**src/rtl/input_cond_pkg.sv**
```systemverilog
// Shared defaults and sizing helper for the pad input conditioner.
// Imported by the per-bit cell and by the top level.
package input_cond_pkg;

    localparam int   DEF_WIDTH       = 8;
    localparam int   DEF_SYNC_STAGES = 2;
    localparam int   DEF_FILTER_LEN  = 4;
    localparam logic DEF_RESET_VALUE = 1'b0;

    // Bits needed to hold 0..filter_len; never narrower than one bit.
    function automatic int cnt_width(input int filter_len);
        int w;
        w = 0;
        while ((1 << w) < (filter_len + 1)) begin
            w = w + 1;
        end
        if (w < 1) begin
            w = 1;
        end
        return w;
    endfunction

endpackage

```
**src/rtl/input_cond_bit.sv**
```systemverilog
// One conditioned input: synchronizer chain, stability filter and
// registered rise/fall pulses that coincide with the level change.
module input_cond_bit
    import input_cond_pkg::*;
#(
    parameter int   SYNC_STAGES = DEF_SYNC_STAGES,
    parameter int   FILTER_LEN  = DEF_FILTER_LEN,
    parameter logic RESET_VALUE = DEF_RESET_VALUE
) (
    input  logic clock,
    input  logic reset,
    input  logic pad_in,
    output logic sync_out,
    output logic level_out,
    output logic rise_pulse,
    output logic fall_pulse
);

    localparam int              CW       = cnt_width(FILTER_LEN);
    localparam logic [CW-1:0]   CNT_LAST = CW'(FILTER_LEN - 1);
    localparam logic [CW-1:0]   CNT_ONE  = CW'(1);

    logic [SYNC_STAGES-1:0] r_sync;
    logic [CW-1:0]          r_cnt;
    logic                   r_level;
    logic                   r_rise;
    logic                   r_fall;
    logic                   w_sync_out;

    assign w_sync_out = r_sync[SYNC_STAGES-1];

    always_ff @(posedge clock) begin
        if (reset) begin
            r_sync <= {SYNC_STAGES{RESET_VALUE}};
        end else begin
            r_sync <= {r_sync[SYNC_STAGES-2:0], pad_in};
        end
    end

    // The counter only advances while the synchronized input disagrees with
    // the filtered level; any return to agreement restarts the run.
    always_ff @(posedge clock) begin
        if (reset) begin
            r_level <= RESET_VALUE;
            r_cnt   <= '0;
            r_rise  <= 1'b0;
            r_fall  <= 1'b0;
        end else begin
            r_rise <= 1'b0;
            r_fall <= 1'b0;
            if (w_sync_out == r_level) begin
                r_cnt <= '0;
            end else if (r_cnt == CNT_LAST) begin
                r_level <= w_sync_out;
                r_cnt   <= '0;
                r_rise  <= w_sync_out;
                r_fall  <= ~w_sync_out;
            end else begin
                r_cnt <= r_cnt + CNT_ONE;
            end
        end
    end

    assign sync_out   = w_sync_out;
    assign level_out  = r_level;
    assign rise_pulse = r_rise;
    assign fall_pulse = r_fall;

endmodule

```
**src/rtl/input_conditioner.sv**
```systemverilog
// Pad-side conditioning for WIDTH independent asynchronous inputs: raw
// buffered copy plus synchronized, glitch-filtered level and edge pulses.
module input_conditioner
    import input_cond_pkg::*;
#(
    parameter int   WIDTH       = DEF_WIDTH,
    parameter int   SYNC_STAGES = DEF_SYNC_STAGES,
    parameter int   FILTER_LEN  = DEF_FILTER_LEN,
    parameter logic RESET_VALUE = DEF_RESET_VALUE
) (
    input  logic             clock,
    input  logic             reset,
    input  logic [WIDTH-1:0] pad_in,
    output logic [WIDTH-1:0] raw_out,
    output logic [WIDTH-1:0] sync_out,
    output logic [WIDTH-1:0] level_out,
    output logic [WIDTH-1:0] rise_pulse,
    output logic [WIDTH-1:0] fall_pulse
);

    // Buffer equivalent: deliberately untouched by reset.
    assign raw_out = pad_in;

    for (genvar g = 0; g < WIDTH; g++) begin : g_bit
        input_cond_bit #(
            .SYNC_STAGES (SYNC_STAGES),
            .FILTER_LEN  (FILTER_LEN),
            .RESET_VALUE (RESET_VALUE)
        ) u_bit (
            .clock      (clock),
            .reset      (reset),
            .pad_in     (pad_in[g]),
            .sync_out   (sync_out[g]),
            .level_out  (level_out[g]),
            .rise_pulse (rise_pulse[g]),
            .fall_pulse (fall_pulse[g])
        );
    end

endmodule

```
**config.mk**
```make
export PLATFORM = sky130hd
export DESIGN_NAME = input_conditioner
export DESIGN_NICKNAME = d
export VERILOG_FILES = /design/src/rtl/input_cond_pkg.sv /design/src/rtl/input_cond_bit.sv /design/src/rtl/input_conditioner.sv
export SDC_FILE = /design/constraint.sdc
export NUM_CORES = 1
export LEC_CHECK = 0
export ABC_AREA = 1
export CORE_MARGIN = 2
export CORE_UTILIZATION = 35
export DETAILED_ROUTE_END_ITERATION = 10
export GPL_TIMING_DRIVEN = 0
export MAX_ROUTING_LAYER = met4
export PLACE_DENSITY = 0.69
export REMOVE_ABC_BUFFERS = 1
export SLEW_MARGIN = 20
export SYNTH_ARGS = -nofsm -noshare
export SYNTH_HDL_FRONTEND = slang
export SYNTH_HIERARCHICAL = 1
export SYNTH_SLANG_ARGS = --single-unit
export TNS_END_PERCENT = 100
```
**constraint.sdc**
```tcl
create_clock -name clock -period 2.6 [get_ports clock]
set_clock_uncertainty 0.15 [all_clocks]
set_input_delay 0.65 -clock clock [delete_from_list [all_inputs] [get_ports clock]]
set_output_delay 0.65 -clock clock [all_outputs]
set_load 0.02 [all_outputs]
```
Fig. 1: routing congestion
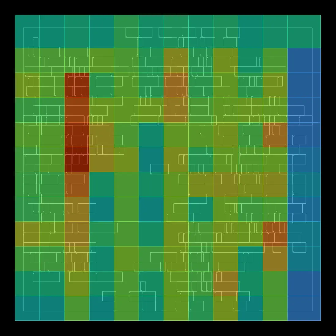
Util after Layout: 48.0%
met3 Use GR: 4.77%
met1 Resource Use GR: 11.1%
most used routing layer: met2

Fig. 2: routed clock nets over the placement
Drawn at 3 px/µm.
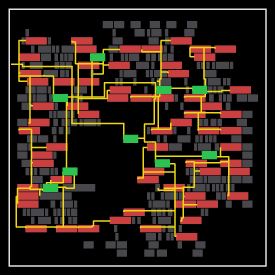
red -> flip-flops  # count 64
green -> clock drivers  # count 9
yellow -> clock wires  # length 778 µm
routed clock nets = 10

Fig. 3: a small window of the routed layout
Window x 54 to 74, y 11 to 31 µm. Cells in grey, sequential cells in the stronger grey; small squares are vias.
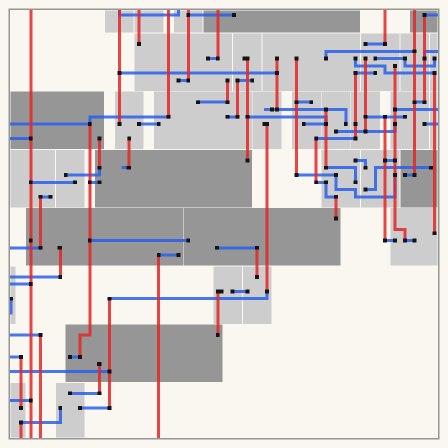
red -> metal 2
blue -> metal 1
cells with their middle in the window = 24
most frequent = inv_1 (5), dfxtp_1 (5), nor2_1 (3)
sequential cells in the window = 5
netlist names of flops here include = g_bit.u_bit/r_cnt (2), g_bit.u_bit/r_sync (2)

==> impl_metrics.json <==
{
  "nNonClkInverters": 64,
  "layout.nets": 334,
  "fin_crit_ns": 2.54,
  "rows": 29,
  "async_reset_ff_share_pct": 0,
  "synth-compound-area-share_pct": 3.48,
  "warnings": 25,
  "wirelength_um": 3500,
  "grt_max_degree": 25,
  "portBuffers": 49,
  "drv_slew": 0,
  "regMostFlops": "g_bit.u_bit/r_cnt",
  "vias": 1679,
  "vias_per_cell": 4.32,
  "crit_arrival_ns": 1.74,
  "logic_family": "simple AND/OR/NAND/NOR gates",
  "slew_headroom_pct": 39.5,
  "route.met3.wl_um": 198,
  "r2r_slack_ns": 1.34,
  "rsz0062_at_grt": "no",
  "crit_required_ns": 1.80,
  "ir_worst_vdd_mv": 0.524,
  "gr-total-overflow": 0,
  "setup_viol": 0,
  "crit_type": "in -> out",
  "power-top-group": "sequential cells",
  "worst-path-stages": 2,
  "sh_comb_area_pct": 23.6,
  "pwr-share-clk_pct": 45.8,
  "dpl_cell_area_um2": 2830,
  "final_hold_viol_count": 0,
  "num-nonclk-buffers": 49,
  "holdPathEnd": "g_bit[4].u_bit/r_sync[1]$_SDFF_PP0_",
  "clock_latency_ns": 0.32,
  "clk_path_buf_depth": 2,
  "whs_ns": 0.251,
  "simple_gate_area_share_pct": 19.1,
  "boundaryPins": 50,
  "critPathCapture": "raw_out[3]",
  "cp_cell_sequence": "clkdlybuf4s50_1, clkdlybuf4s50_1",
  "grt_pass1_wl_um": 5950,
  "r2r_end": "g_bit[5].u_bit/r_cnt[0]$_SDFF_PP0_",
  "top_cell_area_share_pct": 55.7,
  "max_cap_viol_count": 0,
  "cts_tree": "done",
  "netlist_area_um2": 2300,
  "cp-start-kind": "input pin",
  "dr_wl_met2_um": 1720,
  "max_stage_delay_ns": 0.61,
  "clkbuf_count": 12,
  "met2_usage_pct": 17.7,
  "cp_max_fo": 2,
  "yosys_warnings": 6,
  "yosys-top-cells-count": "dfxtp_1, inv_1, nor2_1",
  "top_layer": "met4",
  "mux_share_pct": 0,
  "cts_setup_buffers": 0,
  "die-area_um2": 7240,
  "avgSynthCellArea_um2": 8.99,
  "crit_path_start": "pad_in[3]",
  "most_common_cell": "dfxtp_1",
  "ys_cells": 256,
  "clock_power_uw": 931,
  "antenna_found_initial": 0,
  "ys_types": 12,
  "reg_top3": "g_bit.u_bit/r_cnt: 24 flops, g_bit.u_bit/r_sync: 16 flops",
  "die_y_um": 85.1,
  "setup_ws_ns": 0.0639,
  "largest_reg_flops": 24,
  "core_um2": 6350,
  "buf_share_pct": 16.1,
  "yosys_area_um2": 2300,
  "flops": 64,
  "wl_per_cell_um": 8.99,
  "hpwl_um": 2580,
  "r2r_start": "g_bit[5].u_bit/r_cnt[0]$_SDFF_PP0_",
  "p_per_area_nw_per_um2": 666,
  "hold-path-cell-count": 2,
  "dpl_worst_slack_ns": 0.0641,
  "p_total_mw": 2.03,
  "outcome": "completed",
  "clock-root-buffer": "clkbuf_8",
  "area_growth_pct": 32.4,
  "p_sw_share_pct": 19.9,
  "worst_pin_slew_ns": 0.905,
  "drive_gt1_share_pct": 12.2,
  "end_kind": "primary output",
  "clock-sinks": 64,
  "drt_first_iter_violations": 57,
  "final.period_utilization_pct": 97.5,
  "synth-edff-count": 0,
  "hp-start": "g_bit[4].u_bit/r_sync[0]$_SDFF_PP0_",
  "pg_comb_uw": 93.4,
  "lay_top_count": "dfxtp_1",
  "drc": 0,
  "regArea_um2": 1280,
  "slowest_stage": "clkdlybuf4s50_1",
  "cpLargestDelayFamily": "buffers and inverters",
  "met1Wirelength_um": 1540,
  "fa_ha_area_share_pct": 8.70,
  "largest_cell_class": "registers",
  "dp_cells": 374,
  "n_fill_cell": 575,
  "first_global_vias": 1477,
  "sequentialPower_mw": 1.01,
  "finalWeightedCongestion": 0.735,
  "hp-class": "reg -> reg",
  "p_leak_nw": 1.24,
  "syn_inst": 256,
  "ff_type": "dfxtp_1",
  "combPwrFrac_pct": 4.6,
  "fp.dieW_um": 85.1,
  "timing.setup.tns_ns": 0
}
Power figures rest on the tool's default switching activity, not on a simulated workload.
